**src/rtl/cubehash_pkg.sv**
```systemverilog
// Shared definitions for the CubeHash round sequencer: FSM state encoding,
// default round parameters and datapath geometry.
package cubehash_pkg;

  typedef enum logic [3:0] {
    S_IDLE,
    S_LOAD,
    S_INIT,
    S_WAIT_BLK,
    S_ABSORB,
    S_BLKRND,
    S_FINXOR,
    S_FINAL,
    S_DONE
  } seq_state_e;

  localparam int DEF_ROUNDS    = 16;
  localparam int DEF_INIT_MULT = 10;
  localparam int DEF_FIN_MULT  = 10;

  localparam int STATE_WORDS = 32;
  localparam int BLOCK_W     = 256;

endpackage

```
**src/rtl/cubehash_round_counter.sv**
```systemverilog
// Loadable round counter; the terminal-count limit is an input so the
// sequencer can pick it per phase.
module cubehash_round_counter #(
  parameter int CNT_W = 8
) (
  input  logic             clk,
  input  logic             rst_p,
  input  logic             clr,
  input  logic             inc,
  input  logic [CNT_W-1:0] limit,
  output logic [CNT_W-1:0] cnt,
  output logic             tc
);

  always_ff @(posedge clk) begin
    if (rst_p)     cnt <= '0;
    else if (clr)  cnt <= '0;
    else if (inc)  cnt <= cnt + 1'b1;
  end

  assign tc = (cnt == limit);

endmodule

```
**src/rtl/cubehash_round_sequencer.sv**
```systemverilog
// Cycle-level scheduler for the iterative CubeHash datapath (one round/clock).
// Optional macro CUBEHASH_PRECOMP_IV_EN: load a precomputed IV and skip INIT.
module cubehash_round_sequencer
  import cubehash_pkg::*;
#(
  parameter int ROUNDS    = DEF_ROUNDS,
  parameter int INIT_MULT = DEF_INIT_MULT,
  parameter int FIN_MULT  = DEF_FIN_MULT,
  parameter int CNT_W     = 8
) (
  input  logic clk,
  input  logic rst_p,
  input  logic start,
  input  logic blk_valid,
  input  logic blk_last,
  output logic blk_ready,
  input  logic hash_ack,
  output logic st_ld_init,
  output logic st_xor_msg,
  output logic st_round,
  output logic st_xor_fin,
  output logic busy,
  output logic hash_valid,
  output logic err
);

`ifndef CUBEHASH_PRECOMP_IV_EN
  localparam logic [CNT_W-1:0] INIT_LIM = CNT_W'(INIT_MULT * ROUNDS - 1);
`endif
  localparam logic [CNT_W-1:0] BLK_LIM  = CNT_W'(ROUNDS - 1);
  localparam logic [CNT_W-1:0] FIN_LIM  = CNT_W'(FIN_MULT * ROUNDS - 1);

  seq_state_e       state_q, state_d;
  logic             last_q;
  logic             cnt_clr, cnt_inc, cnt_tc;
  logic [CNT_W-1:0] cnt_limit;
  logic [CNT_W-1:0] cnt;

  cubehash_round_counter #(.CNT_W(CNT_W)) u_cnt (
    .clk   (clk),
    .rst_p (rst_p),
    .clr   (cnt_clr),
    .inc   (cnt_inc),
    .limit (cnt_limit),
    .cnt   (cnt),
    .tc    (cnt_tc)
  );

  always_ff @(posedge clk) begin
    if (rst_p) begin
      state_q <= S_IDLE;
      last_q  <= 1'b0;
    end else begin
      state_q <= state_d;
      if (state_q == S_WAIT_BLK && blk_valid) last_q <= blk_last;
    end
  end

  always_comb begin
    state_d    = state_q;
    blk_ready  = 1'b0;
    st_ld_init = 1'b0;
    st_xor_msg = 1'b0;
    st_round   = 1'b0;
    st_xor_fin = 1'b0;
    hash_valid = 1'b0;
    cnt_clr    = 1'b0;
    cnt_inc    = 1'b0;
    cnt_limit  = '0;
    case (state_q)
      S_IDLE: if (start) state_d = S_LOAD;
      S_LOAD: begin
        st_ld_init = 1'b1;
        cnt_clr    = 1'b1;
`ifdef CUBEHASH_PRECOMP_IV_EN
        state_d    = S_WAIT_BLK;
`else
        state_d    = S_INIT;
`endif
      end
`ifndef CUBEHASH_PRECOMP_IV_EN
      S_INIT: begin
        st_round  = 1'b1;
        cnt_limit = INIT_LIM;
        if (cnt_tc) begin
          state_d = S_WAIT_BLK;
          cnt_clr = 1'b1;
        end else begin
          cnt_inc = 1'b1;
        end
      end
`endif
      S_WAIT_BLK: begin
        blk_ready = 1'b1;
        if (blk_valid) state_d = S_ABSORB;
      end
      S_ABSORB: begin
        st_xor_msg = 1'b1;
        cnt_clr    = 1'b1;
        state_d    = S_BLKRND;
      end
      S_BLKRND: begin
        st_round  = 1'b1;
        cnt_limit = BLK_LIM;
        if (cnt_tc) begin
          state_d = last_q ? S_FINXOR : S_WAIT_BLK;
          cnt_clr = 1'b1;
        end else begin
          cnt_inc = 1'b1;
        end
      end
      S_FINXOR: begin
        st_xor_fin = 1'b1;
        cnt_clr    = 1'b1;
        state_d    = S_FINAL;
      end
      S_FINAL: begin
        st_round  = 1'b1;
        cnt_limit = FIN_LIM;
        if (cnt_tc) begin
          state_d = S_DONE;
          cnt_clr = 1'b1;
        end else begin
          cnt_inc = 1'b1;
        end
      end
      S_DONE: begin
        hash_valid = 1'b1;
        // Back-to-back hashes: an ack paired with start goes straight to LOAD.
        if (hash_ack) state_d = start ? S_LOAD : S_IDLE;
      end
      default: state_d = S_IDLE;
    endcase
  end

  assign busy = (state_q != S_IDLE) && (state_q != S_DONE);
  assign err  = start && (busy || (state_q == S_DONE && !hash_ack));

endmodule
```
**config.mk**
```make
export PLATFORM = sky130hd
export DESIGN_NAME = cubehash_round_sequencer
export DESIGN_NICKNAME = d
export VERILOG_FILES = /design/src/rtl/cubehash_pkg.sv /design/src/rtl/cubehash_round_counter.sv /design/src/rtl/cubehash_round_sequencer.sv
export SDC_FILE = /design/constraint.sdc
export NUM_CORES = 1
export LEC_CHECK = 0
export CAP_MARGIN = 20
export CORE_MARGIN = 2
export CORE_UTILIZATION = 52
export DETAILED_ROUTE_END_ITERATION = 10
export PLACE_DENSITY = 0.77
export SKIP_CTS_REPAIR_TIMING = 1
export SYNTH_ARGS = -nofsm -noshare
export SYNTH_HDL_FRONTEND = slang
export SYNTH_SLANG_ARGS = --single-unit
```
**constraint.sdc**
```tcl
create_clock -name clk -period 2 [get_ports clk]
set_input_delay 0.4 -clock clk [delete_from_list [all_inputs] [get_ports clk]]
set_output_delay 0.4 -clock clk [all_outputs]
set_load 0.05 [all_outputs]
```
Figure 1. Metal 1.
Scale bar: 10 µm. Supply wires on this layer in grey.
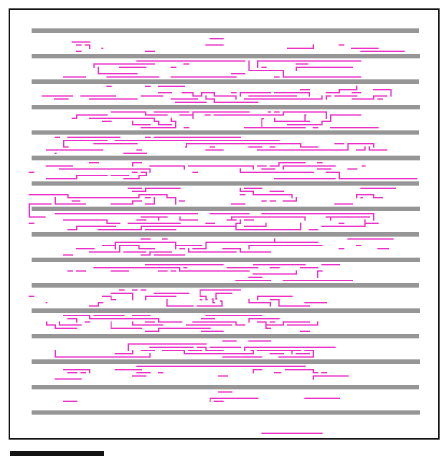
- main direction: horizontal
- share of all routed wire: 45%
- wire length on this layer: 995 µm
- longest straight run: 17.9 µm
wire length after detailed routing: 2.19 mm
routed via count: 902
fraction of met1 tracks used by global routing: 0.341

Figure 2. Routing congestion map.
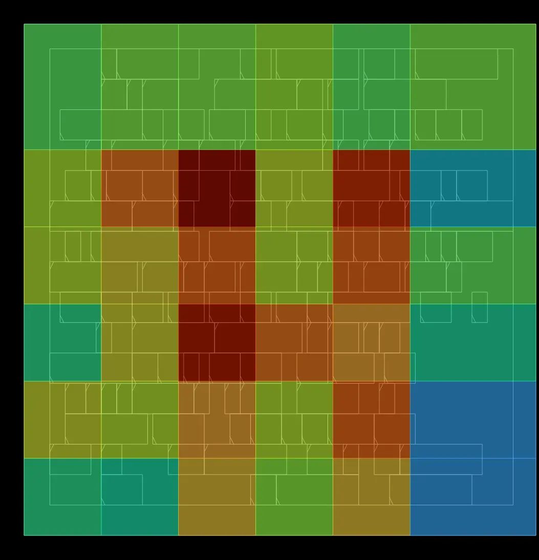
met3 routing resource usage after global routing: 0.0714
met2 usage in global routing: 0.366
Global Route Usage Sum: 0.244

Figure 3. Floorplan with the power grid.
Pins as bars on the die edge.
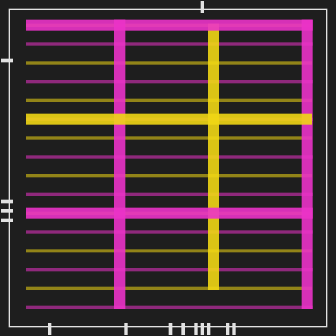
- magenta: VSS
- yellow: VDD
- signal pins: 14
- met1 rails: 16
- rows: 15
- met4 straps: 3
- met5 straps: 3
horizontal die dimension: 45.7 µm
Die Y: 45.7 µm
worst ir drop on vdd: 772 µV
floorplan core area: 1690 µm²

Figure 4. Selected gate families.
Scale bar: 10 µm.
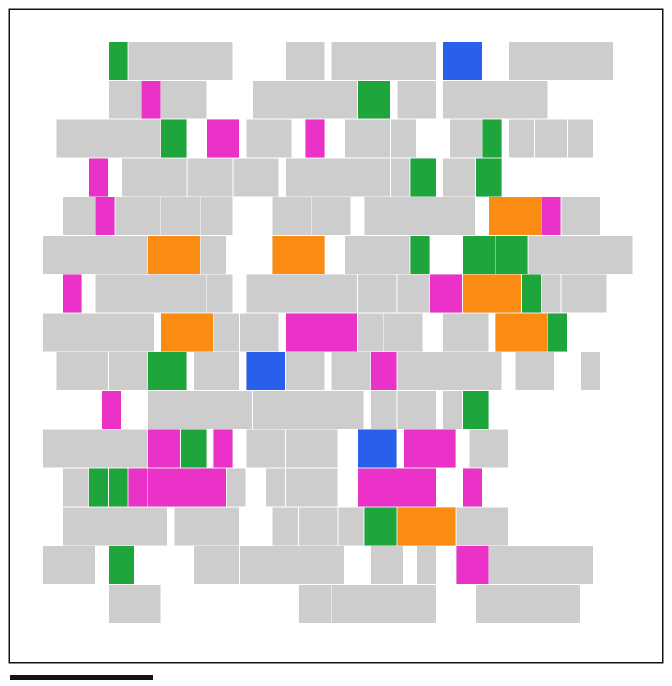
- orange: mux cells (cells 7)
- blue: non-inverting ao/oa cells (cells 3)
- magenta: nor cells (cells 19)
- green: nand cells (cells 18)
number of cells in the finished layout apart from fillers: 149
Comb/total area: 0.489

==> results.txt <==
Physical design

After routing, the total negative slack on setup checks comes to 0 ns. Once placement completed, the tool counted placed cells totaling around 150. For this sky-water flow run, the detailed-routed wirelength per cell is reported as approximately 15 µm. The count of antenna-violating nets left after detailed routing stands at 0. Detailed routing placed a total of 116 µm of wire on met3. The commonest cells after synthesis are 13 x dfxtp_1, 11 x nor2_1, 7 x nand2_1, 6 x a21oi_1, 6 x nand3_1. In this run the number of H-tree levels came out at 1. The pre-antenna-repair detailed-routing pass consisted of 4 iterations. The initial antenna violation count stands at 0. TritonCTS built the clock tree.

The launch point of the worst register-to-register path is recorded as state_q[2]. In this design, the stage delay of the slowest critical-path cell is approximately 0.42 ns. In this run, the synthesized area fraction spent on adder and majority cells is recorded as 0.0138. The flop count stands at 13.

The fraction of power consumed by sequential logic stands at 0.234. The cell-internal power stands at slightly below 0.0009 W. The clock-pin slew reported for the worst setup and hold paths after clock tree synthesis stands at ~0.090 ns. The number of buffers between clock root and the deepest sink stands at 2. For reference, the critical path cell chain is nor2b_4 > a21o_1 > buf_4 > buf_12. Tap insertion was completed with 17 tapcells. Ranked by total area, the top cell class in this layout is combinational gates. The power attributed to sequential cells stands at approximately 0.00037 W. Global route summary, busiest routing layer listed as met2. The area share of and/or/nand/nor cells after synthesis stands at 0.307. In the hold report, the worst path ends at last_q.

The total congestion overflow after global routing stands at 0. The maximum fanout count along the critical path stands at 11. The via count of the first global-routing pass came to 822. The worst clock skew stands at between 0.001 and 0.0015 ns.

The number of cell instances on the worst register-to-register path stands at 6. For reference, the top cells by area after synthesis are dfxtp_1 29%, mux2i_1 5.5%, nor2_1 4.6%, xnor2_1 3.9%, a21oi_1 3.3%. Counting the clock-network buffers in the layout gives 3.

The area share of and-or/or-and cells after synthesis stands at 0.189. The register with the most flip-flops in the layout has 8 of them. The area growth from synthesis to layout is 35.1%. Per the final report, max-transition violations number 0. The number of nets at the end of the flow stands at around 140.

In this run the tools logged warnings totalling 26. The arrival time reported for the critical path endpoint stands at ~1.5 ns. The share of synthesized area in the top cell type comes to 0.287. The final RePlAce weighted congestion stands at 0.875. The ratio of final minimum period to clock period stands at 0.951. After detailed routing, the wire length on met1 is ~990 µm. In this run, CTS created clock tree buffers numbering 3. The number of setup violations in the final report stands at 0.

The die covers ~2100 µm². The combinational cell area excluding buffers and inverters stands at about 600 µm². The tree is rooted in a clkbuf_4.

After routing the design area is between 1000 and 1500 µm². In the power breakdown, the biggest contributor is combinational logic. The layout inverter count without the clock tree stands at 7. Together, buffers and inverters on the worst path number 2.

Once placement finished, the instance area stood at 1180 µm². The non-clock buffer area fraction after layout stands at 0.233. The critical path starts at state_q[0].

The slew at the pin with the worst max-slew slack stands at 0.363 ns. The worst setup path is launched from a flip-flop. In the final layout, the registers with the most flip-flops are u_cnt.cnt: 8 flops, state_q: 4 flops, last_q: 1 flops.

For this design, the slowest cell found on the critical path is dfxtp_2. The post-synthesis mux area share stands at 0.0801. Power spread over the standard cell area amounts to approximately 1300 nW/µm². The worst-case headroom to the max-slew limit stands at 0.756. The number of antenna diodes stands at 0. As reported, the later end of the worst-skew pair has a clock insertion delay of 0.29 ns. The part of the total power dissipated in combinational logic stands at 0.655.

Setup repair after global routing left no endpoint under its margin. The routed design uses approximately 1.1 mm of met2 wire. Per STA, the worst path accumulates the most delay in the family flip-flops. The number of remaining DRC errors stands at 0. The layout cell share with drive strength beyond 1 stands at 0.295. The flow ran to the end, and the final reports show no timing, DRC or antenna violations.
No activity file was given, so power comes from the tool's default toggle rates.
